File: config.mk
export PLATFORM = sky130hd
export DESIGN_NAME = peridot_rxd_packetizer
export DESIGN_NICKNAME = d
export VERILOG_FILES = /design/src/rtl/peridot_pkt_pkg.sv /design/src/rtl/peridot_pkt_fifo.sv /design/src/rtl/peridot_rxd_packetizer.sv
export SDC_FILE = /design/constraint.sdc
export NUM_CORES = 1
export LEC_CHECK = 0
export ABC_AREA = 1
export CAP_MARGIN = 30
export CORE_MARGIN = 3
export CORE_UTILIZATION = 40
export DETAILED_ROUTE_END_ITERATION = 6
export PLACE_DENSITY_LB_ADDON = 0.1
export SLEW_MARGIN = 20
export SYNTH_ARGS = -nofsm -noshare
export SYNTH_HDL_FRONTEND = slang
export SYNTH_SLANG_ARGS = --single-unit
File: constraint.sdc
create_clock -name clk -period 1.8 [get_ports clk]
set_input_delay 0.27 -clock clk [delete_from_list [all_inputs] [get_ports clk]]
set_output_delay 0.27 -clock clk [all_outputs]
set_load 0.01 [all_outputs]
File: src/rtl/peridot_pkt_pkg.sv
// Shared definitions for the PERIDOT host-link receive packetizer:
// framing byte values, decoder state encoding and FIFO word layout.
// Build option: PERIDOT_RXD_PACKETIZER_CHANNEL_EN widens the FIFO word with a channel field.
package peridot_pkt_pkg;

    // Framing bytes of the escape-coded host link
    localparam logic [7:0] SOP_BYTE  = 8'h7A;
    localparam logic [7:0] EOP_BYTE  = 8'h7B;
    localparam logic [7:0] CHAN_BYTE = 8'h7C;
    localparam logic [7:0] ESC_BYTE  = 8'h7D;
    localparam logic [7:0] ESC_MASK  = 8'h20;

    // Decoder states
    typedef enum logic [1:0] {
        ST_NORMAL   = 2'd0,
        ST_ESC      = 2'd1,
        ST_CHAN     = 2'd2,
        ST_CHAN_ESC = 2'd3
    } dec_state_t;

    // FIFO word layout: {channel (optional), sop, eop, data}
    localparam int FW_DATA_LSB = 0;
    localparam int FW_DATA_W   = 8;
    localparam int FW_EOP_BIT  = 8;
    localparam int FW_SOP_BIT  = 9;
    localparam int FW_CHAN_LSB = 10;
    localparam int FW_BASE_W   = 10;

endpackage

File: src/rtl/peridot_pkt_fifo.sv
// First-word-fall-through FIFO for decoded packet beats.
// The head entry is presented on rd_data whenever rd_valid is high.
// wr_accept reports whether a write request was stored this cycle; a write
// into a full FIFO is still accepted when the head is read in the same cycle.
module peridot_pkt_fifo #(
    parameter int WIDTH      = 10,
    parameter int DEPTH_LOG2 = 4
) (
    input  logic             clk,
    input  logic             reset_n,
    input  logic             wr_en,
    input  logic [WIDTH-1:0] wr_data,
    output logic             wr_accept,
    input  logic             rd_en,
    output logic             rd_valid,
    output logic [WIDTH-1:0] rd_data
);

    localparam int DEPTH = 1 << DEPTH_LOG2;
    localparam logic [DEPTH_LOG2:0] PTR_ONE = 1;

    logic [WIDTH-1:0]    mem [DEPTH];
    logic [DEPTH_LOG2:0] wr_ptr;
    logic [DEPTH_LOG2:0] rd_ptr;
    logic                empty;
    logic                full;
    logic                rd_fire;

    // Extra pointer MSB separates full from empty when the indices match
    always_comb begin
        empty     = (wr_ptr == rd_ptr);
        full      = (wr_ptr[DEPTH_LOG2] != rd_ptr[DEPTH_LOG2]) &&
                    (wr_ptr[DEPTH_LOG2-1:0] == rd_ptr[DEPTH_LOG2-1:0]);
        rd_fire   = rd_en && !empty;
        wr_accept = wr_en && (!full || rd_fire);
        rd_valid  = !empty;
        rd_data   = mem[rd_ptr[DEPTH_LOG2-1:0]];
    end

    // Storage and pointers; storage is cleared so the head reads as zero after reset
    always_ff @(posedge clk or negedge reset_n) begin
        if (!reset_n) begin
            wr_ptr <= '0;
            rd_ptr <= '0;
            for (int i = 0; i < DEPTH; i++) begin
                mem[i] <= '0;
            end
        end else begin
            if (wr_accept) begin
                mem[wr_ptr[DEPTH_LOG2-1:0]] <= wr_data;
                wr_ptr <= wr_ptr + PTR_ONE;
            end
            if (rd_fire) begin
                rd_ptr <= rd_ptr + PTR_ONE;
            end
        end
    end

endmodule

File: src/rtl/peridot_rxd_packetizer.sv
// Receive-side packetizer for the PERIDOT host link. Decodes the escape-coded
// byte stream from the UART phy into Avalon-ST beats with SOP/EOP/channel and
// buffers them in a FWFT FIFO; a beat that finds the FIFO full is dropped and
// flagged on err_overflow in the same cycle.
// Build option: define PERIDOT_RXD_PACKETIZER_CHANNEL_EN to decode channel
// bytes; otherwise channel bytes are consumed and out_channel is tied to 0.
module peridot_rxd_packetizer
    import peridot_pkt_pkg::*;
#(
    parameter int CHANNEL_WIDTH   = 8,
    parameter int FIFO_DEPTH_LOG2 = 4
) (
    input  logic                     clk,
    input  logic                     reset_n,
    input  logic                     in_valid,
    input  logic [7:0]               in_data,
    output logic                     out_valid,
    input  logic                     out_ready,
    output logic [7:0]               out_data,
    output logic                     out_startofpacket,
    output logic                     out_endofpacket,
    output logic [CHANNEL_WIDTH-1:0] out_channel,
    output logic                     err_overflow
);

`ifdef PERIDOT_RXD_PACKETIZER_CHANNEL_EN
    localparam int WORD_W = FW_BASE_W + CHANNEL_WIDTH;
`else
    localparam int WORD_W = FW_BASE_W;
`endif

    dec_state_t        state;
    dec_state_t        state_nxt;
    logic              sop_pend;
    logic              eop_pend;
    logic              set_sop;
    logic              set_eop;
    logic              push;
    logic [7:0]        push_byte;
    logic [7:0]        esc_data;
    logic [WORD_W-1:0] wr_word;
    logic [WORD_W-1:0] rd_word;
    logic              wr_accept;
    logic              rd_fire;

`ifdef PERIDOT_RXD_PACKETIZER_CHANNEL_EN
    logic                     chan_load;
    logic [CHANNEL_WIDTH-1:0] chan_nxt;
    logic [CHANNEL_WIDTH-1:0] cur_chan;
`endif

    assign esc_data = in_data ^ ESC_MASK;

    // Decoder next state and per-byte actions; nothing happens without in_valid
    always_comb begin
        state_nxt = state;
        push      = 1'b0;
        push_byte = in_data;
        set_sop   = 1'b0;
        set_eop   = 1'b0;
`ifdef PERIDOT_RXD_PACKETIZER_CHANNEL_EN
        chan_load = 1'b0;
        chan_nxt  = in_data[CHANNEL_WIDTH-1:0];
`endif
        if (in_valid) begin
            case (state)
                ST_NORMAL: begin
                    if (in_data == SOP_BYTE) begin
                        set_sop = 1'b1;
                    end else if (in_data == EOP_BYTE) begin
                        set_eop = 1'b1;
                    end else if (in_data == CHAN_BYTE) begin
                        state_nxt = ST_CHAN;
                    end else if (in_data == ESC_BYTE) begin
                        state_nxt = ST_ESC;
                    end else begin
                        push = 1'b1;
                    end
                end
                ST_ESC: begin
                    push      = 1'b1;
                    push_byte = esc_data;
                    state_nxt = ST_NORMAL;
                end
                ST_CHAN: begin
                    if (in_data == ESC_BYTE) begin
                        state_nxt = ST_CHAN_ESC;
                    end else begin
`ifdef PERIDOT_RXD_PACKETIZER_CHANNEL_EN
                        chan_load = 1'b1;
`endif
                        state_nxt = ST_NORMAL;
                    end
                end
                ST_CHAN_ESC: begin
`ifdef PERIDOT_RXD_PACKETIZER_CHANNEL_EN
                    chan_load = 1'b1;
                    chan_nxt  = esc_data[CHANNEL_WIDTH-1:0];
`endif
                    state_nxt = ST_NORMAL;
                end
                default: state_nxt = ST_NORMAL;
            endcase
        end
    end

    // Decoder state and pending marker flags; a push consumes the flags even if dropped
    always_ff @(posedge clk or negedge reset_n) begin
        if (!reset_n) begin
            state    <= ST_NORMAL;
            sop_pend <= 1'b0;
            eop_pend <= 1'b0;
        end else begin
            state <= state_nxt;
            if (push) begin
                sop_pend <= 1'b0;
                eop_pend <= 1'b0;
            end else begin
                sop_pend <= sop_pend | set_sop;
                eop_pend <= eop_pend | set_eop;
            end
        end
    end

`ifdef PERIDOT_RXD_PACKETIZER_CHANNEL_EN
    // Current channel, held until the next channel byte
    always_ff @(posedge clk or negedge reset_n) begin
        if (!reset_n) begin
            cur_chan <= '0;
        end else if (chan_load) begin
            cur_chan <= chan_nxt;
        end
    end
`endif

    // Assemble the FIFO word from the decoded byte and the packet context
    always_comb begin
        wr_word = '0;
        wr_word[FW_DATA_LSB +: FW_DATA_W] = push_byte;
        wr_word[FW_EOP_BIT]               = eop_pend;
        wr_word[FW_SOP_BIT]               = sop_pend;
`ifdef PERIDOT_RXD_PACKETIZER_CHANNEL_EN
        wr_word[FW_CHAN_LSB +: CHANNEL_WIDTH] = cur_chan;
`endif
    end

    assign rd_fire = out_valid && out_ready;

    peridot_pkt_fifo #(
        .WIDTH      (WORD_W),
        .DEPTH_LOG2 (FIFO_DEPTH_LOG2)
    ) u_fifo (
        .clk       (clk),
        .reset_n   (reset_n),
        .wr_en     (push),
        .wr_data   (wr_word),
        .wr_accept (wr_accept),
        .rd_en     (rd_fire),
        .rd_valid  (out_valid),
        .rd_data   (rd_word)
    );

    // Output fields come straight from the FIFO head entry
    always_comb begin
        out_data          = rd_word[FW_DATA_LSB +: FW_DATA_W];
        out_startofpacket = rd_word[FW_SOP_BIT];
        out_endofpacket   = rd_word[FW_EOP_BIT];
`ifdef PERIDOT_RXD_PACKETIZER_CHANNEL_EN
        out_channel       = rd_word[FW_CHAN_LSB +: CHANNEL_WIDTH];
`else
        out_channel       = '0;
`endif
        err_overflow      = push && !wr_accept;
    end

endmodule

### Sequential cells colored by netlist name

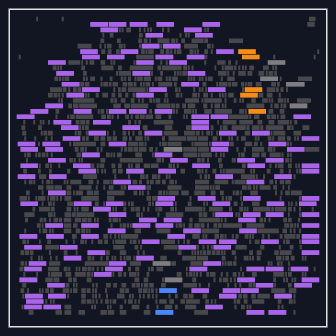
Key: blue = state [sequential cells 2]; orange = u_fifo.wr_ptr [sequential cells 5, where north-east]; purple = u_fifo.mem [sequential cells 160, where widely spread]
Another 7 sequential cells are not colored.

### The clock network

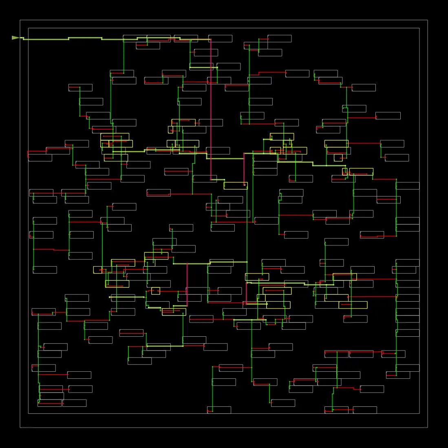
clock buffer count from CTS: 17
clock buffer count: 17
clk_skew: 0.01414 ns

### Gate families picked out

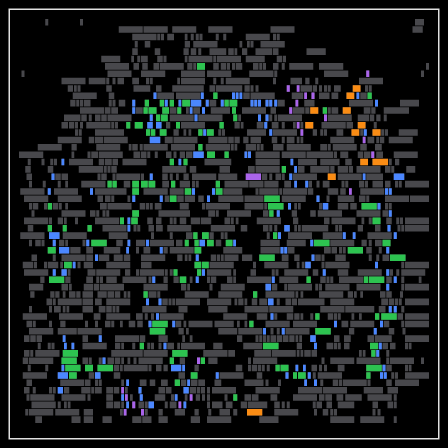
Key: green = aoi and oai cells [cells 112, where widely spread]; orange = xor and xnor cells [cells 12, where north-east]; purple = inv cells [cells 22]; blue = nor cells [cells 151, where widely spread]
final std cells w/o fill: 1594
most used logic cell in the final layout: nand2_1
Comb/total area: 38.05%

==> impl_metrics.yaml <==
# generated from flow reports
finish:
  fillers: 2106
  mostFrequentLayoutCells: "365 x nand2_1, 172 x dfrtp_1, 164 x nand4_1"
  n_antenna_cell: 0
  drive_gt1_share_pct: 24.98
  regArea_mm2: 0.004357
  final_area_mm2: 0.01248
  logic_area_mm2: 0.004751
pwr:
  clkPwrFrac_pct: 17.7
  switching_share_pct: 42.25
  p_per_area_mw_per_mm2: 1781
  p_leak_nw: 6.155
  internal_power_w: 0.01285
  ir_drop_mv: 0.9875
  powerSeq_w: 0.00618
  p_comb_w: 0.0121
  p_clk_w: 0.00394
  p_seq_share_pct: 27.8
floorplanning:
  placementRows: 55
  die_area_mm2: 0.02502
  io_pins: 32
  fp.dieH_um: 158.2
  fp-utilization_pct: 40.79
  die_x_um: 158.2
cts:
  cts_tree: "done"
  clkLatencyLatePin_ns: 0.44
  clk_pin_slew_ns: 0.07
  clock_path_buffers: 2
  cts_root_buf: "clkbuf_16"
logic_synthesis:
  synth_warnings: 0
  ys_chip_area_mm2: 0.009264
  async_reset_ff_share_pct: 100.0
  numSynthFlops: 174
  synthesis.area_mm2: 0.009264
  edf_count: 0
  synthDistinctLibCells: 31
  synthFlopType: "dfrtp_1"
  ys_seq_share_pct: 47.00
  syn_inst: 1179
  avgSynthCellArea_um2: 7.857
  yosysCellCount: 1179
final_timing:
  min_period_ns: 2.401
  fin_ws_ns: -0.6006
  slew_viol_final: 0
  hold_violations: 0
  fmax_mhz: 416.6
  period_used_pct: 133.4
  finalSetupViolCount: 179
run_status:
  violations: "setup timing"
  outcome: "complete, but fails checks"
grt:
  grt_max_degree: 63
  grt_pass1_vias: 8484
  grt_usage_pct: 27.05
  antenna_found_initial: 0
  overflow: 0
  grt_pass1_wl_um: 51460
placement:
  place_inst: 1534
  gp_congestion: 0.8633
  preCtsSetupSlack_ns: -0.5632
  port_buffers: 23
  dp_hpwl_um: 21220
  place_area_mm2: 0.01084
route:
  vias_per_cell: 5.734
  drtIter0Drc: 1008
  routed_wirelength_um: 33660
  drc: 0
  route.vias.total: 9140
hold_path:
  hold_class: "input pin to asynchronous set/reset pin"
run:
  cap_violations: 0
  warnings: 31
setup_path:
  cp.arrival_ns: 2.13
  cp-end-kind: "output port"
  worstPathRequired_ns: 1.53
[routing by layer]
| metal | track usage (%) | part of all wire [%] | up-vias |
|---|---|---|---|
| met5 | 0 | 0 | - |
| met4 | 8.152 | 2.5 | 0 |
| met3 | 5.495 | 7.1 | 65 |
| met2 | 39.62 | 44 | 370 |
| met1 | 40.33 | 46 | 4459 |
| li1 | - | - | 4246 |
[critical path, stage by stage (launching register included)]
cell and delay, ns:
dfrtp_2 0.45, buf_6 0.15, clkinv_8 0.07, buf_12 0.14
buf_12 0.13, nor2_4 0.08, o21ai_2 0.07, o211ai_1 0.32
nand3_1 0.12, buf_2 0.16
[final cells by class]
cell class / instances / share of cell area, %
well taps: 285 / 2.856
clock inverters: 14 / 1.473
repair buffers: 203 / 18.55
inverters: 22 / 0.7617
clock buffers: 17 / 3.407
multi-input cells: 879 / 38.05
flip-flops and latches: 174 / 34.90
[cells by family (layout without fill, tap and decap cells)]
kind of cell / count (synthesis) / in the layout / share of synthesized area (%)
compound gates: 112 / 112 / 7.442
xor+xnor: 12 / 12 / 1.216
fa+ha+maj: 5 / 5 / 0.6753
buf+inv: 135 / 256 / 6.767
flops: 174 / 174 / 47.00
other cells: 1 / 8 / 0.04048
simple gates: 740 / 742 / 36.86
[synthesized netlist by cell type (3+ instances only)]
library cell	n	area, µm²
nand3_4	10	175.2
nand3_1	25	125.1
o21ai_0	67	335.3
clkbuf_1	61	229.0
buf_2	23	115.1
nor2_1	149	559.3
inv_1	15	56.30
dfrtp_1	174	4354
nand3_2	6	60.06
buf_1	10	37.54
ha_1	5	62.56
nand4_1	164	1026
xor2_1	10	87.58
o32ai_1	20	175.2
nand2_1	379	1423
buf_4	16	120.1
o211ai_1	20	150.1
inv_2	6	22.52
nand2_2	3	18.77
[path summary, 6_finish.rpt]
path / start / to / slack [ns] / depth (start not counted)
setup / recovery: u_fifo.rd_ptr[0] / out_data[1] / -0.60 / 9
hold / removal: reset_n / u_fifo.mem[105] / 0.26 / 2
setup reg to reg: u_fifo.rd_ptr[0] / u_fifo.mem[54] / -0.45 / 12
hold reg to reg: u_fifo.mem[14] / u_fifo.mem[14] / 0.47 / 2
max in group asynchronous: reset_n / u_fifo.mem[52] / 0.94 / 3
min in group clk: u_fifo.mem[14] / u_fifo.mem[14] / 0.47 / 2
[per-stage QoR]
step | hold slack, ns | power [W] | utilization [%] | setup TNS (ns)
floorplan | -0.02559 | 0.01125 | - | 0
finish | 0.2552 | 0.02224 | 54.98 | -63.58
global placement | 0.1347 | 0.01590 | 47.72 | -84.55
CTS | 0.2435 | 0.02133 | 53.34 | -45.23
global route | 0.2584 | 0.02353 | 54.98 | -76.86
detailed placement | 0.1330 | 0.01593 | 47.72 | -83.82
[flip-flops by register name, indices dropped and copies added (netlist names)]
name	cells
eop_pend	1
u_fifo.wr_ptr	5
u_fifo.mem	160
state	2
u_fifo.rd_ptr	5
sop_pend	1
[repair_timing]
item / CTS / global route
endpoints found under the hold margin: 52 / 0
hold buffers: 1 / 0
buffers inserted: 17 / 3
gates resized: 159 / 76
endpoints found under the setup margin: 178 / 182
gates cloned: 9 / 4
pin swaps: 52 / 47
Power is estimated from default activity; no workload was simulated.
